File: src/rtl/perceptron_weight_update_pkg.sv
// Shared widths, FSM encoding, error codes and weight limits for the
// perceptron training datapath.
package perceptron_defs;

  localparam int DATA_W = 18;
  localparam int SUM_W  = 48;
  localparam int CNT_W  = 16;

  typedef enum logic [1:0] {
    IDLE    = 2'd0,
    COMPARE = 2'd1,
    UPDATE  = 2'd2,
    DONE    = 2'd3
  } state_t;

  // Two's-complement encoding of the per-sample error: +1, 0, -1.
  localparam logic [1:0] ERR_POS  = 2'b01;
  localparam logic [1:0] ERR_ZERO = 2'b00;
  localparam logic [1:0] ERR_NEG  = 2'b11;

  localparam logic signed [DATA_W-1:0] W_MAX = 18'sh1FFFF;
  localparam logic signed [DATA_W-1:0] W_MIN = 18'sh20000;

endpackage

File: src/rtl/perceptron_weight_update_if.sv
// Sample/result bundle between a training-sample source and the weight
// update block; also carries the FSM state for observation.
interface perceptron_weight_update_if #(
  parameter int N = 8
);
  import perceptron_defs::*;

  // Handshake: a sample transfers on a rising edge where in_valid and
  // in_ready are both 1. x/sum/target only need to be stable in that cycle;
  // in_valid is ignored while in_ready is 0. done pulses for one cycle when
  // the sample is finished, and only then is w meaningful downstream.
  logic [DATA_W*N-1:0]     x;
  logic signed [SUM_W-1:0] sum;
  logic                    target;
  logic                    in_valid;
  logic                    in_ready;
  logic [DATA_W*N-1:0]     w;
  logic                    done;
  logic [1:0]              err;
  logic [CNT_W-1:0]        mistakes;
  state_t                  state;

  modport master (
    output x, sum, target, in_valid,
    input  in_ready, w, done, err, mistakes, state
  );

  modport slave (
    input  x, sum, target, in_valid,
    output in_ready, w, done, err, mistakes, state
  );

endinterface

File: src/rtl/perceptron_weight_alu.sv
// Combinational single-weight update: w +/- (x >>> LR_SHIFT), with wrap or
// clamp selected by PERCEPTRON_WEIGHT_SAT_EN (clamp when defined).
module perceptron_weight_alu
  import perceptron_defs::*;
#(
  parameter int LR_SHIFT = 0
) (
  input  logic signed [DATA_W-1:0] w_cur,
  input  logic signed [DATA_W-1:0] x_cur,
  input  logic [1:0]               err,
  output logic signed [DATA_W-1:0] w_new
);

  logic signed [DATA_W-1:0] delta;
  logic signed [DATA_W:0]   w_ext;
  logic signed [DATA_W:0]   d_ext;
  logic signed [DATA_W:0]   acc;

  assign delta = x_cur >>> LR_SHIFT;
  assign w_ext = {w_cur[DATA_W-1], w_cur};
  assign d_ext = {delta[DATA_W-1], delta};

  always_comb begin
    acc = w_ext;
    case (err)
      ERR_POS: acc = w_ext + d_ext;
      ERR_NEG: acc = w_ext - d_ext;
      default: acc = w_ext;
    endcase
  end

`ifdef PERCEPTRON_WEIGHT_SAT_EN
  always_comb begin
    w_new = acc[DATA_W-1:0];
    if (acc > W_MAX) begin
      w_new = W_MAX;
    end else if (acc < W_MIN) begin
      w_new = W_MIN;
    end
  end
`else
  assign w_new = acc[DATA_W-1:0];
`endif

endmodule

File: src/rtl/perceptron_weight_update.sv
// Perceptron learning-rule engine: classifies one captured sample and, on a
// mistake, walks the weights one per cycle. Optional PERCEPTRON_WEIGHT_SAT_EN.
module perceptron_weight_update
  import perceptron_defs::*;
#(
  parameter int                      N        = 8,
  parameter int                      LR_SHIFT = 0,
  parameter logic signed [SUM_W-1:0] THRESH   = 48'sd0
) (
  input logic                      clk,
  input logic                      rst,
  perceptron_weight_update_if.slave bus
);

  localparam int                 IDX_W    = (N > 1) ? $clog2(N) : 1;
  localparam logic [IDX_W-1:0]   IDX_LAST = IDX_W'(N - 1);

  state_t                  state;
  state_t                  state_n;
  logic [IDX_W-1:0]        idx;
  logic [IDX_W-1:0]        idx_n;
  logic signed [DATA_W-1:0] x_q [N];
  logic signed [DATA_W-1:0] w_q [N];
  logic signed [SUM_W-1:0] sum_q;
  logic                    target_q;
  logic [1:0]              err_q;
  logic [1:0]              err_calc;
  logic [CNT_W-1:0]        mistakes_q;
  logic                    y;
  logic                    capture;
  logic                    load_err;
  logic                    do_update;
  logic signed [DATA_W-1:0] w_next;

  assign y = (sum_q >= THRESH);

  // err = target - y, restricted to the three legal codes.
  always_comb begin
    err_calc = ERR_ZERO;
    if (target_q && !y) begin
      err_calc = ERR_POS;
    end else if (!target_q && y) begin
      err_calc = ERR_NEG;
    end
  end

  always_ff @(posedge clk) begin
    if (rst) begin
      state <= IDLE;
    end else begin
      state <= state_n;
    end
  end

  always_comb begin
    state_n   = state;
    idx_n     = idx;
    capture   = 1'b0;
    load_err  = 1'b0;
    do_update = 1'b0;
    case (state)
      IDLE: begin
        if (bus.in_valid) begin
          capture = 1'b1;
          state_n = COMPARE;
        end
      end
      COMPARE: begin
        load_err = 1'b1;
        idx_n    = '0;
        if (err_calc == ERR_ZERO) begin
          state_n = DONE;
        end else begin
          state_n = UPDATE;
        end
      end
      UPDATE: begin
        do_update = 1'b1;
        if (idx == IDX_LAST) begin
          state_n = DONE;
        end else begin
          idx_n = idx + IDX_W'(1);
        end
      end
      DONE: begin
        state_n = IDLE;
      end
      default: begin
        state_n = IDLE;
      end
    endcase
  end

  // Sample registers need no reset: they are only read after a fresh capture.
  always_ff @(posedge clk) begin
    if (capture) begin
      for (int i = 0; i < N; i++) begin
        x_q[i] <= bus.x[DATA_W*i +: DATA_W];
      end
      sum_q    <= bus.sum;
      target_q <= bus.target;
    end
  end

  always_ff @(posedge clk) begin
    if (rst) begin
      for (int i = 0; i < N; i++) begin
        w_q[i] <= '0;
      end
      idx        <= '0;
      err_q      <= ERR_ZERO;
      mistakes_q <= '0;
    end else begin
      idx <= idx_n;
      if (load_err) begin
        err_q <= err_calc;
        if ((err_calc != ERR_ZERO) && (mistakes_q != '1)) begin
          mistakes_q <= mistakes_q + CNT_W'(1);
        end
      end
      if (do_update) begin
        w_q[idx] <= w_next;
      end
    end
  end

  perceptron_weight_alu #(
    .LR_SHIFT (LR_SHIFT)
  ) u_alu (
    .w_cur (w_q[idx]),
    .x_cur (x_q[idx]),
    .err   (err_q),
    .w_new (w_next)
  );

  for (genvar g = 0; g < N; g++) begin : g_wbus
    assign bus.w[DATA_W*g +: DATA_W] = w_q[g];
  end

  assign bus.in_ready = (state == IDLE);
  assign bus.done     = (state == DONE);
  assign bus.err      = err_q;
  assign bus.mistakes = mistakes_q;
  assign bus.state    = state;

endmodule

File: src/flat_wrapper.sv
// flat-port wrapper written by rule: the top's interface ports become plain ports
module perceptron_weight_update_flat import perceptron_defs::*;
#(
  parameter int                      N        = 8,
  parameter int                      LR_SHIFT = 0,
  parameter logic signed [SUM_W-1:0] THRESH   = 48'sd0
)
  (clk, rst, bus_x, bus_sum, bus_target, bus_in_valid, bus_in_ready, bus_w, bus_done, bus_err, bus_mistakes, bus_state);
  perceptron_weight_update_if #(.N(N)) bus_i ();
  input logic clk;
  input logic rst;
  input wire logic [$bits(bus_i.x)-1:0] bus_x;
  input wire logic [$bits(bus_i.sum)-1:0] bus_sum;
  input wire logic [$bits(bus_i.target)-1:0] bus_target;
  input wire logic [$bits(bus_i.in_valid)-1:0] bus_in_valid;
  output wire logic [$bits(bus_i.in_ready)-1:0] bus_in_ready;
  output wire logic [$bits(bus_i.w)-1:0] bus_w;
  output wire logic [$bits(bus_i.done)-1:0] bus_done;
  output wire logic [$bits(bus_i.err)-1:0] bus_err;
  output wire logic [$bits(bus_i.mistakes)-1:0] bus_mistakes;
  output wire logic [$bits(bus_i.state)-1:0] bus_state;
  assign bus_i.x = bus_x;
  assign bus_i.sum = bus_sum;
  assign bus_i.target = bus_target;
  assign bus_i.in_valid = bus_in_valid;
  assign bus_in_ready = bus_i.in_ready;
  assign bus_w = bus_i.w;
  assign bus_done = bus_i.done;
  assign bus_err = bus_i.err;
  assign bus_mistakes = bus_i.mistakes;
  assign bus_state = bus_i.state;
  perceptron_weight_update #(.N(N), .LR_SHIFT(LR_SHIFT), .THRESH(THRESH)) u_core (.clk(clk), .rst(rst), .bus(bus_i));
endmodule
File: config.mk
export PLATFORM = sky130hd
export DESIGN_NAME = perceptron_weight_update_flat
export DESIGN_NICKNAME = d
export VERILOG_FILES = /design/src/rtl/perceptron_weight_update_pkg.sv /design/src/rtl/perceptron_weight_update_if.sv /design/src/rtl/perceptron_weight_alu.sv /design/src/rtl/perceptron_weight_update.sv /design/src/flat_wrapper.sv
export SDC_FILE = /design/constraint.sdc
export NUM_CORES = 1
export LEC_CHECK = 0
export ABC_AREA = 1
export ABC_CLOCK_PERIOD_IN_PS = 4100
export CORE_MARGIN = 1
export CORE_UTILIZATION = 45
export CTS_CLUSTER_DIAMETER = 150
export DETAILED_ROUTE_END_ITERATION = 7
export MAX_ROUTING_LAYER = met4
export PLACE_DENSITY = 0.83
export SYNTH_ARGS = -nofsm -noshare
export SYNTH_HDL_FRONTEND = slang
export SYNTH_HIERARCHICAL = 1
export SYNTH_SLANG_ARGS = --single-unit
File: constraint.sdc
create_clock -name clk -period 4.1 [get_ports clk]
set_input_delay 0.82 -clock clk [delete_from_list [all_inputs] [get_ports clk]]
set_output_delay 0.82 -clock clk [all_outputs]
set_load 0.01 [all_outputs]
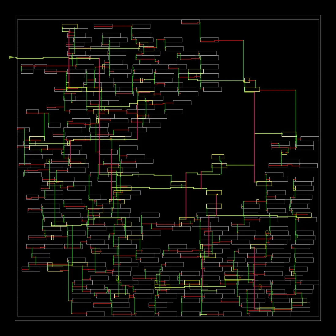
run_1/final_clocks.png
clk pwr: 0.00310 W
worst clock skew on the final layout: 0.0230 ns
clock latency at the later pin of the worst-skew pair: 0.52 ns
number of CTS-inserted buffers: 35

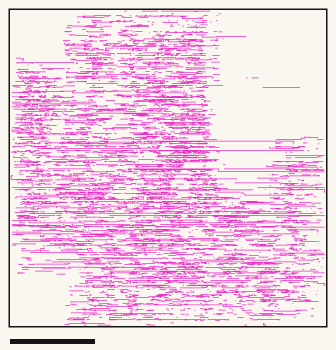
run_1/met1.png
The bar under the picture is 50 um long.
- main direction: horizontal
- longest straight run: 94.8 um
- wire length on this layer: 17000 um
- nets with wire on the layer: 1792
- share of all routed wire: 37%

==> results_tabular.tex, run 1 <==
% Table of physical implementation metrics
\begin{tabular}{lr}
\hline
Metric & Value \\
\hline
\multicolumn{2}{l}{\textbf{Finish}} \\
Buffers outside the clock class & 350 \\
Signal buf overhead & 0.176 \\
Most area-hungry cell class in the final design & sequential cells \\
\multicolumn{2}{l}{\textbf{Critical path}} \\
Crit path capture & u\_core/w\_q[3][17]\$\_SDFFCE\_PN0P\_ \\
Dominant cell type by count on the critical path & nand2\_1 \\
Stages on the worst setup path & 23 \\
Startpoint class of the critical path & flop \\
\multicolumn{2}{l}{\textbf{Hold path}} \\
Min-Delay Path Depth & 2 \\
\multicolumn{2}{l}{\textbf{Logic synthesis}} \\
Number of unique standard cell types used by synthesis & between 40 and 50 \\
YS warnings & 6 \\
\multicolumn{2}{l}{\textbf{Power}} \\
Net switching share of the total power & 0.376 \\
Power per cell area & 601 nW/um2 \\
Flip-flop and latch power & $\sim$0.0043 W \\
\multicolumn{2}{l}{\textbf{Run status}} \\
Outcome & completed \\
\multicolumn{2}{l}{\textbf{Timing}} \\
Number of pins with negative max-slew slack in the final report & 0 \\
Final worst-path cycle share & 0.942 \\
\multicolumn{2}{l}{\textbf{Die}} \\
Init Core Util & 0.460 \\
Tap cell count & between 400 and 500 \\
\multicolumn{2}{l}{\textbf{Drt}} \\
Wirelength, routed & between 40 and 50 mm \\
Violation count after the first detailed-route iteration & around 1.5k \\
\multicolumn{2}{l}{\textbf{Placement}} \\
Pre-CTS setup slack & between 0.15 and 0.2 ns \\
\multicolumn{2}{l}{\textbf{Global route}} \\
Most heavily used metal layer in global routing & met2 \\
\hline
\end{tabular}
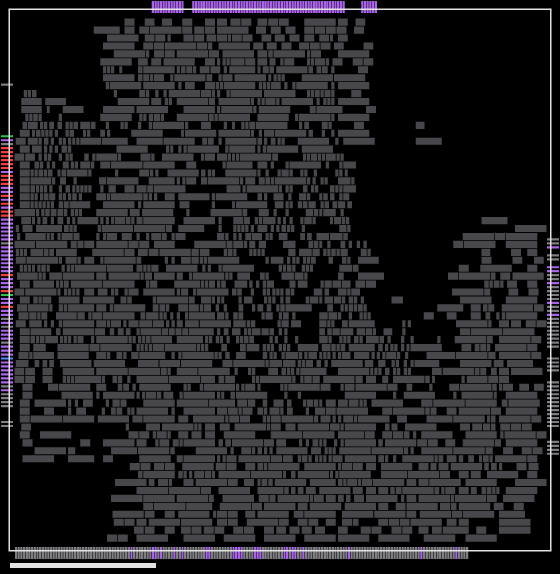
run_1/pins.png
The bar under the picture is 50 um long. Pins as bars across the die edge, other pins in grey.
- purple: bus_w (pins 144; direction output; edge 75 top, 40 left, 23 bottom, 6 right)
- green: bus_err (pins 2; direction output; edge left)
- blue: rst (pins 1; direction input; edge left)
- red: bus_mistakes (pins 16; direction output; edge left)
- all pins by edge: 169 bottom, 75 top, 72 left, 46 right
I/O Buffers: 314
x dimension of the die: 185 um

==> run 1: per-layer routing <==
layer  part of all wire  vias up  wire length (um)
li1                   -     5636                 -
met4              0.036        0              1640
met5                  0        -                 0
met2               0.49      679             22700
met1               0.37     5819             17000
met3               0.10      112              4770
==> run 1: cell usage in the layout (no fill, tap or decap), types with 4 or more instances in the layout <==
master,n
nand3_2,6
clkbuf_1,14
ha_1,26
xor2_1,10
buf_4,27
o22ai_1,72
nand2_1,254
nand2_2,25
buf_12,5
clkbuf_16,37
o21ai_0,91
clkbuf_8,5
clkdlybuf4s50_1,314
mux2i_1,72
xnor2_1,9
nor2_4,4
nor2_1,297
clkinv_1,4
dfxtp_1,24
nor2_2,5
o21bai_1,7
edfxtp_1,290
a21oi_1,28
inv_1,78
inv_2,17
nand3_1,34
o21ai_1,6
==> run 2: changes to the inputs <==
- CTS_BUF_LIST: unset -> sky130_fd_sc_hd__clkbuf_16
- PLACE_DENSITY: 0.83 -> 0.76
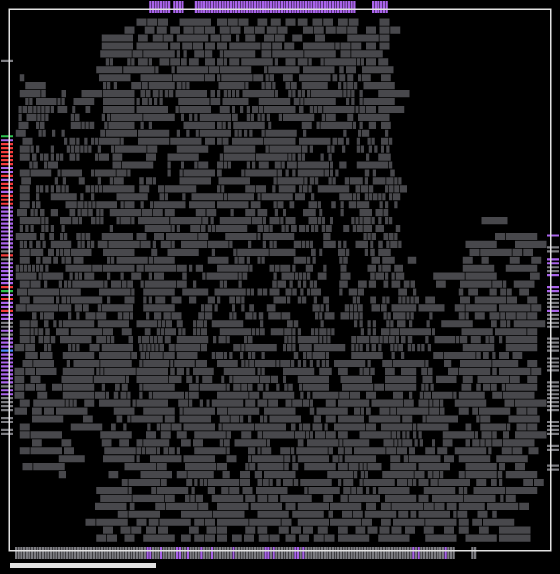
run_2/pins.png
The bar under the picture is 50 um long. Pins as bars across the die edge, other pins in grey.
- purple: bus_w (pins 144; direction output; edge 78 top, 41 left, 18 bottom, 7 right)
- blue: rst (pins 1; direction input; edge left)
- green: bus_err (pins 2; direction output; edge left)
- red: bus_mistakes (pins 16; direction output; edge left)
- all pins by edge: 166 bottom, 78 top, 75 left, 43 right
Vert. Die Dim: 185 um

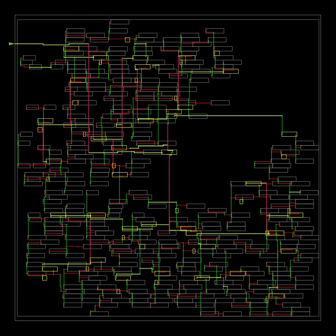
run_2/final_clocks.png
sequential cell count: 316
worst clock skew on the final layout: 0.0225 ns
sinks on the clock net: 316
clock buffers: 36

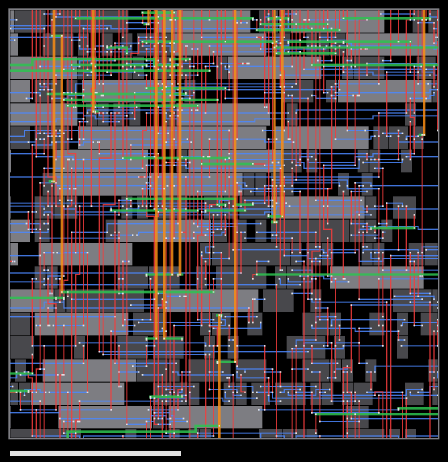
run_2/zoom.png
The bar under the picture is 20 um long. Region (68, 105) to (118, 155) um. Cells in grey, sequential cells in the stronger grey; small squares are vias.
- green: met3
- orange: met4
- blue: met1
- red: met2
- cells with their middle in the window: 177
- netlist names of flops here include: u_core/w_q (27)
- most frequent: nor2_1 (37), nand2_1 (37), edfxtp_1 (27)
- sequential cells in the window: 27

==> results_tabular.tex, run 2 <==
% Table of physical implementation metrics
\begin{tabular}{lr}
\hline
Metric & Value \\
\hline
\multicolumn{2}{l}{\textbf{Drt}} \\
Met1 Routed Length & approximately 18 mm \\
Topmost layer with routed signal wires & met4 \\
Violation count after the first detailed-route iteration & around 1.2k \\
Wirelength, routed & approximately 46 mm \\
\multicolumn{2}{l}{\textbf{Global route}} \\
Most heavily used metal layer in global routing & met2 \\
\multicolumn{2}{l}{\textbf{Finish}} \\
Most area-hungry cell class in the final design & sequential cells \\
Signal buf overhead & 0.183 \\
Buffers outside the clock class & $\sim$360 \\
\multicolumn{2}{l}{\textbf{Critical path}} \\
Dominant cell type by count on the critical path & nand2\_1 \\
Startpoint class of the critical path & flop \\
Crit path capture & u\_core/w\_q[2][15]\$\_SDFFCE\_PN0P\_ \\
Stages on the worst setup path & 25 \\
\multicolumn{2}{l}{\textbf{Run status}} \\
Outcome & completed \\
\multicolumn{2}{l}{\textbf{Power}} \\
Flip-flop and latch power & roughly 0.0043 W \\
Clk pwr & approximately 0.0029 W \\
Power per cell area & 593 nW/um2 \\
\multicolumn{2}{l}{\textbf{Die}} \\
Init Core Util & 0.460 \\
Tap cell count & approximately 440 \\
\multicolumn{2}{l}{\textbf{Placement}} \\
I/O Buffers & 314 \\
\multicolumn{2}{l}{\textbf{CTS}} \\
Clock latency at the later pin of the worst-skew pair & 0.52 ns \\
\hline
\end{tabular}
==> run 2: through the flow <==
step / power [W] / setup slack (ns) / util / hold WS, ns / area [um2]
after floorplan: 0.00729 / 0.620 / - / 0.500 / 15100
after global placement: 0.00872 / 0.103 / 0.573 / 0.524 / 18800
after detailed placement: 0.00880 / 0.0776 / 0.573 / 0.533 / 18800
after CTS: 0.0117 / 0.0217 / 0.605 / 0.542 / 19800
after global routing: 0.0125 / -0.0665 / 0.610 / 0.589 / 20000
final: 0.0119 / 0.193 / 0.610 / 0.546 / 20000
==> run 2: tightest hold or removal path: stages (launching register included) <==
cell     delay [ns]
dfxtp_1        0.34
a21oi_1        0.12
nor2_1         0.05
Power and IR drop assume default switching activity.
